`src/rtl/sc_shiftseq_pkg.sv`:
```
// Shared types and constants for the player-car shift sequencer.
// State encoding is fixed because it is exported on the debug bus.
package sc_shiftseq_pkg;

  typedef enum logic [2:0] {
    IDLE     = 3'd0,
    INIT     = 3'd1,
    WAIT     = 3'd2,
    SHIFT    = 3'd3,
    COOLDOWN = 3'd4,
    HALT     = 3'd5
  } state_t;

  localparam logic DIR_LEFT  = 1'b0;
  localparam logic DIR_RIGHT = 1'b1;

  // A single-cycle cooldown still needs a 1-bit counter.
  function automatic int cnt_width(input int cycles);
    return (cycles > 1) ? $clog2(cycles) : 1;
  endfunction

endpackage

```
`src/rtl/sc_button_edge.sv`:
```
// Two-flop synchronizer for an active-low button plus a registered
// falling-edge detector: one clean pulse per press, none while held.
module sc_button_edge (
  input  logic SC_RegSHIFTER_CLOCK_50,
  input  logic SC_RegSHIFTER_RESET_InHigh,
  input  logic btn_InLow,
  output logic pulse_Out
);

  logic sync1_q, sync1_d;
  logic sync2_q, sync2_d;
  logic hist_q,  hist_d;
  logic pulse_q, pulse_d;

  always_comb begin
    sync1_d = btn_InLow;
    sync2_d = sync1_q;
    hist_d  = sync2_q;
    pulse_d = hist_q & ~sync2_q;
  end

  // NOTE: flops use non-blocking assignments so every register samples the
  // pre-edge value of its neighbour; blocking here would collapse the chain.
  always_ff @(posedge SC_RegSHIFTER_CLOCK_50 or posedge SC_RegSHIFTER_RESET_InHigh) begin
    if (SC_RegSHIFTER_RESET_InHigh) begin
      sync1_q <= 1'b1;
      sync2_q <= 1'b1;
      hist_q  <= 1'b1;
      pulse_q <= 1'b0;
    end else begin
      sync1_q <= sync1_d;
      sync2_q <= sync2_d;
      hist_q  <= hist_d;
      pulse_q <= pulse_d;
    end
  end

  assign pulse_Out = pulse_q;

endmodule

```
`src/rtl/sc_shift_sequencer.sv`:
```
// Owns the car position register and sequences the external shifter:
// start/left/right requests, edge protection, cooldown and crash halt.
module sc_shift_sequencer
  import sc_shiftseq_pkg::*;
#(
  parameter int DATAWIDTH       = 8,
  parameter int COOLDOWN_CYCLES = 12_500_000
) (
  input  logic                 SC_RegSHIFTER_CLOCK_50,
  input  logic                 SC_RegSHIFTER_RESET_InHigh,
  input  logic                 SC_ShiftSEQ_startButton_InLow,
  input  logic                 SC_ShiftSEQ_leftButton_InLow,
  input  logic                 SC_ShiftSEQ_rightButton_InLow,
  input  logic                 SC_ShiftSEQ_crash_InHigh,
  input  logic [DATAWIDTH-1:0] SC_ShiftSEQ_shifted_InBUS,
  output logic [DATAWIDTH-1:0] SC_ShiftSEQ_data_OutBUS,
  output logic                 SC_ShiftSEQ_dir_Out,
  output logic                 SC_ShiftSEQ_shiftStrobe_Out,
  output logic                 SC_ShiftSEQ_running_Out,
  output logic [2:0]           SC_ShiftSEQ_state_OutBUS
);

  localparam int                   CNT_W    = cnt_width(COOLDOWN_CYCLES);
  localparam logic [CNT_W-1:0]     CNT_LOAD = CNT_W'(COOLDOWN_CYCLES - 1);
  localparam logic [DATAWIDTH-1:0] CENTER   = DATAWIDTH'(1) << (DATAWIDTH / 2);

  logic start_pulse, left_pulse, right_pulse;

  sc_button_edge u_start (
    .SC_RegSHIFTER_CLOCK_50    (SC_RegSHIFTER_CLOCK_50),
    .SC_RegSHIFTER_RESET_InHigh(SC_RegSHIFTER_RESET_InHigh),
    .btn_InLow                 (SC_ShiftSEQ_startButton_InLow),
    .pulse_Out                 (start_pulse)
  );

  sc_button_edge u_left (
    .SC_RegSHIFTER_CLOCK_50    (SC_RegSHIFTER_CLOCK_50),
    .SC_RegSHIFTER_RESET_InHigh(SC_RegSHIFTER_RESET_InHigh),
    .btn_InLow                 (SC_ShiftSEQ_leftButton_InLow),
    .pulse_Out                 (left_pulse)
  );

  sc_button_edge u_right (
    .SC_RegSHIFTER_CLOCK_50    (SC_RegSHIFTER_CLOCK_50),
    .SC_RegSHIFTER_RESET_InHigh(SC_RegSHIFTER_RESET_InHigh),
    .btn_InLow                 (SC_ShiftSEQ_rightButton_InLow),
    .pulse_Out                 (right_pulse)
  );

  state_t               state_q, state_d;
  logic [DATAWIDTH-1:0] pos_q,   pos_d;
  logic                 dir_q,   dir_d;
  logic [CNT_W-1:0]     cnt_q,   cnt_d;
  logic                 active;

  assign active = (state_q == WAIT) || (state_q == SHIFT) || (state_q == COOLDOWN);

  // NOTE: every signal gets a default before the case so that no path leaves
  // it unassigned; a missing default here would infer a latch.
  always_comb begin
    state_d = state_q;
    pos_d   = pos_q;
    dir_d   = dir_q;
    cnt_d   = cnt_q;

    if (active && SC_ShiftSEQ_crash_InHigh) begin
      state_d = HALT;
    end else begin
      unique case (state_q)
        IDLE, HALT: if (start_pulse) state_d = INIT;
        INIT: begin
          pos_d   = CENTER;
          state_d = WAIT;
        end
        // Simultaneous left/right cancel; edge-bit requests are dropped.
        WAIT: begin
          if (left_pulse && !right_pulse && !pos_q[DATAWIDTH-1]) begin
            dir_d   = DIR_LEFT;
            state_d = SHIFT;
          end else if (right_pulse && !left_pulse && !pos_q[0]) begin
            dir_d   = DIR_RIGHT;
            state_d = SHIFT;
          end
        end
        SHIFT: begin
          pos_d   = SC_ShiftSEQ_shifted_InBUS;
          cnt_d   = CNT_LOAD;
          state_d = COOLDOWN;
        end
        COOLDOWN: begin
          if (cnt_q == '0) state_d = WAIT;
          else             cnt_d   = cnt_q - CNT_W'(1);
        end
        default: state_d = IDLE;
      endcase
    end
  end

  always_ff @(posedge SC_RegSHIFTER_CLOCK_50 or posedge SC_RegSHIFTER_RESET_InHigh) begin
    if (SC_RegSHIFTER_RESET_InHigh) begin
      state_q <= IDLE;
      pos_q   <= '0;
      dir_q   <= DIR_LEFT;
      cnt_q   <= '0;
    end else begin
      state_q <= state_d;
      pos_q   <= pos_d;
      dir_q   <= dir_d;
      cnt_q   <= cnt_d;
    end
  end

  assign SC_ShiftSEQ_data_OutBUS     = pos_q;
  assign SC_ShiftSEQ_dir_Out         = dir_q;
  assign SC_ShiftSEQ_shiftStrobe_Out = (state_q == SHIFT);
  assign SC_ShiftSEQ_running_Out     = active;
  assign SC_ShiftSEQ_state_OutBUS    = state_q;

endmodule

```
`config.mk`:
```
export PLATFORM = sky130hd
export DESIGN_NAME = sc_shift_sequencer
export DESIGN_NICKNAME = d
export VERILOG_FILES = /design/src/rtl/sc_shiftseq_pkg.sv /design/src/rtl/sc_button_edge.sv /design/src/rtl/sc_shift_sequencer.sv
export SDC_FILE = /design/constraint.sdc
export NUM_CORES = 1
export LEC_CHECK = 0
export ABC_CLOCK_PERIOD_IN_PS = 6650
export CORE_ASPECT_RATIO = 0.8
export CORE_UTILIZATION = 45
export CTS_CLUSTER_SIZE = 16
export DETAILED_ROUTE_END_ITERATION = 6
export GPL_ROUTABILITY_DRIVEN = 0
export MAX_ROUTING_LAYER = met4
export PLACE_DENSITY = 0.67
export SYNTH_ARGS = -nofsm -noshare
export SYNTH_HDL_FRONTEND = slang
export SYNTH_SLANG_ARGS = --single-unit
export TNS_END_PERCENT = 50
```
`constraint.sdc`:
```
create_clock -name SC_RegSHIFTER_CLOCK_50 -period 6.65 [get_ports SC_RegSHIFTER_CLOCK_50]
set_clock_uncertainty 0.15 [all_clocks]
set_input_delay 1.6625 -clock SC_RegSHIFTER_CLOCK_50 [delete_from_list [all_inputs] [get_ports SC_RegSHIFTER_CLOCK_50]]
set_output_delay 1.6625 -clock SC_RegSHIFTER_CLOCK_50 [all_outputs]
set_load 0.03 [all_outputs]
```
run_1/placement.png
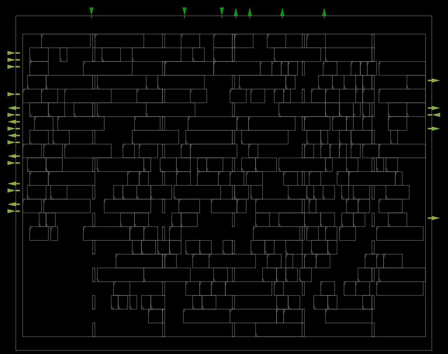
Post-Layout Cell Count: 304
sequential share of cell area: 44.7%
Tapcell Cnt: 60
Core Util, Final: 57.0%
row count: 22

run_1/sizes.png
Bar = 20 um.
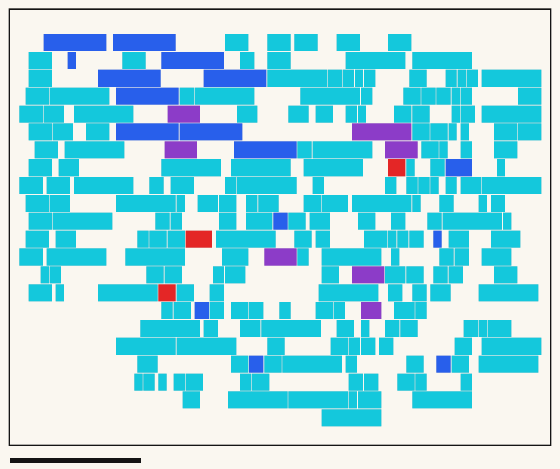
[red] _3 and _4 cells | cells: 3 | share: 1.2%
[cyan] _0 and _1 cells | cells: 218 | share: 89%
[blue] _2 cells | cells: 16 | share: 6.6%
[purple] _6 and larger | cells: 7 | share: 2.9%

run_1/metal_density.png
Bar = 20 um. The die is cut into 16 by 13 equal tiles; dark purple is low, yellow is high, scaled to the fullest tile. Values are wire area over tile area, all layers added.
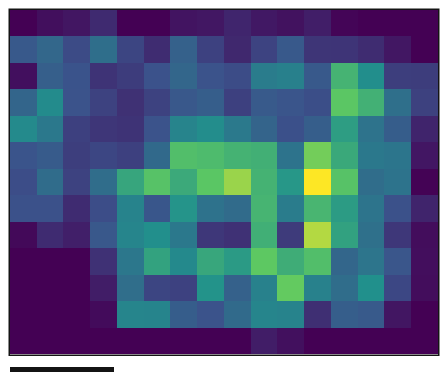
fullest tile: 0.48
nearly empty tiles: 16%
emptiest ninth of the die: bottom left
mean over tiles: 0.14
densest ninth of the die: middle
tiles over half the peak: 16%

==> results.py, run 1 <==
# Metrics from the implementation run
metrics = {
    "drt": {
        "drt_iter0_markers": 100,
        "vias": 1806,
        "drt_first_pass_iters": 4,
        "top_layer": "met4",
        "via_per_inst": 5.94,
        "wl_met3_um": 230,
        "wl_met1_um": 2440,
    },
    "cts": {
        "clk_pin_slew_ns": 0.09,
        "cts_buffers": 5,
        "cts_buffer_depth": 2,
        "h-tree-depth": 2,
        "cts_setup_buffers": 0,
    },
    "layout": {
        "antenna_cells": 0,
        "largest-register": "cnt_q",
        "nNonClkInverters": 8,
        "stdcell_area_sq_um": 2720,
        "comb_share_pct": 37.2,
        "buffer_area_share_pct": 10.2,
        "lay_top_cells": "dfrtp_1 (39), clkdlybuf4s50_1 (27), or4_1 (13), o31ai_1 (13)",
        "dominant_cells": "registers",
        "area_delta_synth_final_pct": 17.2,
        "logic_area_sq_um": 1010,
    },
    "critical_path": {
        "start_kind": "flop",
        "startpoint": "SC_ShiftSEQ_state_OutBUS[2]$_DFFE_PP0P_",
        "crit_path_top_delay_cell": "clkdlybuf4s50_1",
        "r2r-end": "cnt_q[0]$_DFFE_PP0P_",
        "cp_top_family": "buffers and inverters",
        "reg2reg_depth": 5,
        "crit_arrival_ns": 2.07,
        "slowest_delay_ns": 0.68,
    },
    "yosys": {
        "synth.logic.top_family": "simple AND/OR/NAND/NOR gates",
        "most_common_cell": "dfrtp_1",
        "ys_types": 46,
        "ys_chip_area_sq_um": 2320,
        "ys_sh_simple_pct": 23.2,
        "top_cells_by_count": "dfrtp_1 (39), o31ai_1 (13), or4_1 (13)",
        "synth_area_sq_um": 2320,
        "flop_cell": "dfrtp_1",
        "yosys.area_share.aoi_pct": 17.5,
        "yosysCellCount": 222,
        "top_cell_area_share_pct": 42.1,
    },
    "global_routing": {
        "grtUsageMet3_pct": 4.55,
        "grt_pass1_vias": 1625,
        "grt_first_pass_wirelength_um": 7820,
    },
    "floorplanning": {
        "die_h_um": 66.2,
        "ios": 28,
        "die_w_um": 82.2,
    },
    "job": {
        "warnings": 27,
        "cap_violations": 0,
    },
    "power_and_ir_drop": {
        "p_clk_uw": 201,
        "swShare_pct": 38.1,
        "powerSeq_uw": 465,
        "p_switching_uw": 388,
        "power_mw": 1.02,
    },
    "hold_path": {
        "worstHoldStart": "u_right.sync1_q$_DFF_PP1_",
        "whs_endpoint": "u_right.hist_d$_DFF_PP1_",
        "holdCritPathClass": "flop to flop",
    },
    "timing": {
        "fmax_ghz": 0.258,
        "hold_viol": 0,
        "tns_ns": 0,
        "max_slew.worst_pin.slew_ns": 0.984,
    },
    "place": {
        "portBuffers": 27,
        "placed_cell_area_sq_um": 2610,
        "dpl.hpwl_um": 3010,
    },
    "run_status": {
        "status": "finished clean",
    },
}
==> inputs of run 2 (changes only) <==
ABC_CLOCK_PERIOD_IN_PS = 3800   (was 6650)
clock period = 3.8 ns   (was 6.65 ns; I/O delays follow)
==> run 2 against run 1 <==
  * Sequential power is 75% higher
  * Flip-flop count stayed put
  * Wire length is 0.13% higher
  * Cell area is 1.4% higher
  * Largest cell class unchanged
  * Register-to-register slack worse by 2.6 ns
  * Global-route usage is 0.32 points higher
==> results.py, run 2 <==
# Metrics from the implementation run
metrics = {
    "cts": {
        "cts_buffers": 5,
        "cts_buffer_depth": 2,
        "h-tree-depth": 2,
        "cts_setup_buffers": 0,
        "clk_pin_slew_ns": 0.10,
    },
    "yosys": {
        "flop_cell": "dfrtp_1",
        "top_cells_by_count": "dfrtp_1 (39), o31ai_1 (13), or4_1 (13)",
        "most_common_cell": "dfrtp_1",
        "synth.logic.top_family": "simple AND/OR/NAND/NOR gates",
        "top_cell_area_share_pct": 42.1,
        "yosysCellCount": 222,
        "synth_flops": 48,
        "yosys.area_share.aoi_pct": 17.5,
        "ys_chip_area_sq_um": 2320,
        "ys_sh_simple_pct": 23.2,
    },
    "critical_path": {
        "worstPathRequired_ns": 3.88,
        "start_kind": "input pin",
        "r2r-end": "cnt_q[22]$_DFFE_PP0P_",
        "path_depth": 5,
        "crit_arrival_ns": 3.18,
        "slowest_delay_ns": 0.58,
        "reg2reg_depth": 5,
        "r2r-start": "cnt_q[4]$_DFFE_PP0P_",
        "startpoint": "SC_ShiftSEQ_crash_InHigh",
    },
    "hold_path": {
        "whs_endpoint": "u_left.hist_d$_DFF_PP1_",
        "holdCritPathClass": "flop to flop",
        "worstHoldStart": "u_left.sync1_q$_DFF_PP1_",
    },
    "drt": {
        "drt_first_pass_iters": 4,
        "via_per_inst": 5.84,
        "wl_met1_um": 2440,
        "top_layer": "met4",
        "drt_iter0_markers": 85,
        "wl_met2_um": 2090,
        "vias": 1804,
    },
    "timing": {
        "hold_viol": 0,
        "tns_ns": 0,
        "fmax_ghz": 0.323,
        "max_slew.worst_pin.slew_ns": 0.668,
    },
    "layout": {
        "lay_top_cells": "dfrtp_1 (39), clkdlybuf4s50_1 (27), or4_1 (13), o31ai_1 (13)",
        "buffer_area_share_pct": 11.4,
        "final_util_pct": 57.8,
        "nNonClkInverters": 8,
        "logic_area_sq_um": 1010,
        "antenna_cells": 0,
        "comb_share_pct": 36.7,
        "stdcell_area_sq_um": 2750,
    },
    "job": {
        "cap_violations": 0,
    },
    "power_and_ir_drop": {
        "p_clk_share_pct": 19.5,
        "power_mw": 1.79,
        "powerSeq_uw": 815,
        "p_switching_uw": 681,
    },
    "global_routing": {
        "grt_first_pass_wirelength_um": 8070,
        "grt_pass1_vias": 1713,
        "grtUsageMet3_pct": 4.00,
    },
    "place": {
        "placed_cell_area_sq_um": 2640,
        "portBuffers": 27,
        "dpl.hpwl_um": 3300,
    },
    "floorplanning": {
        "die_h_um": 66.2,
        "ios": 28,
        "die_w_um": 82.2,
    },
    "run_status": {
        "status": "finished clean",
    },
}
run_2/placement.png
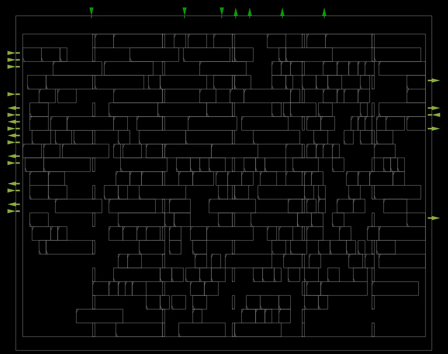
sequential share of cell area: 44.0%
Post-Layout Cell Count: 309
flip-flops: 48

run_2/clk_routes.png
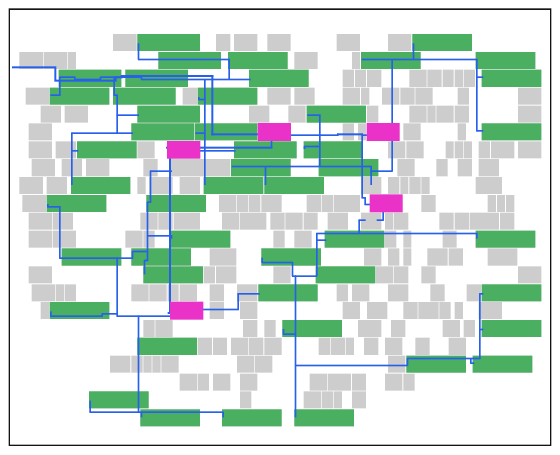
[green] flip-flops | count: 48
[blue] clock wires | length: 566 um
[magenta] clock drivers | count: 5
routed clock nets: 6
flops lie: widely spread

No activity file was given, so power comes from the tool's default toggle rates.
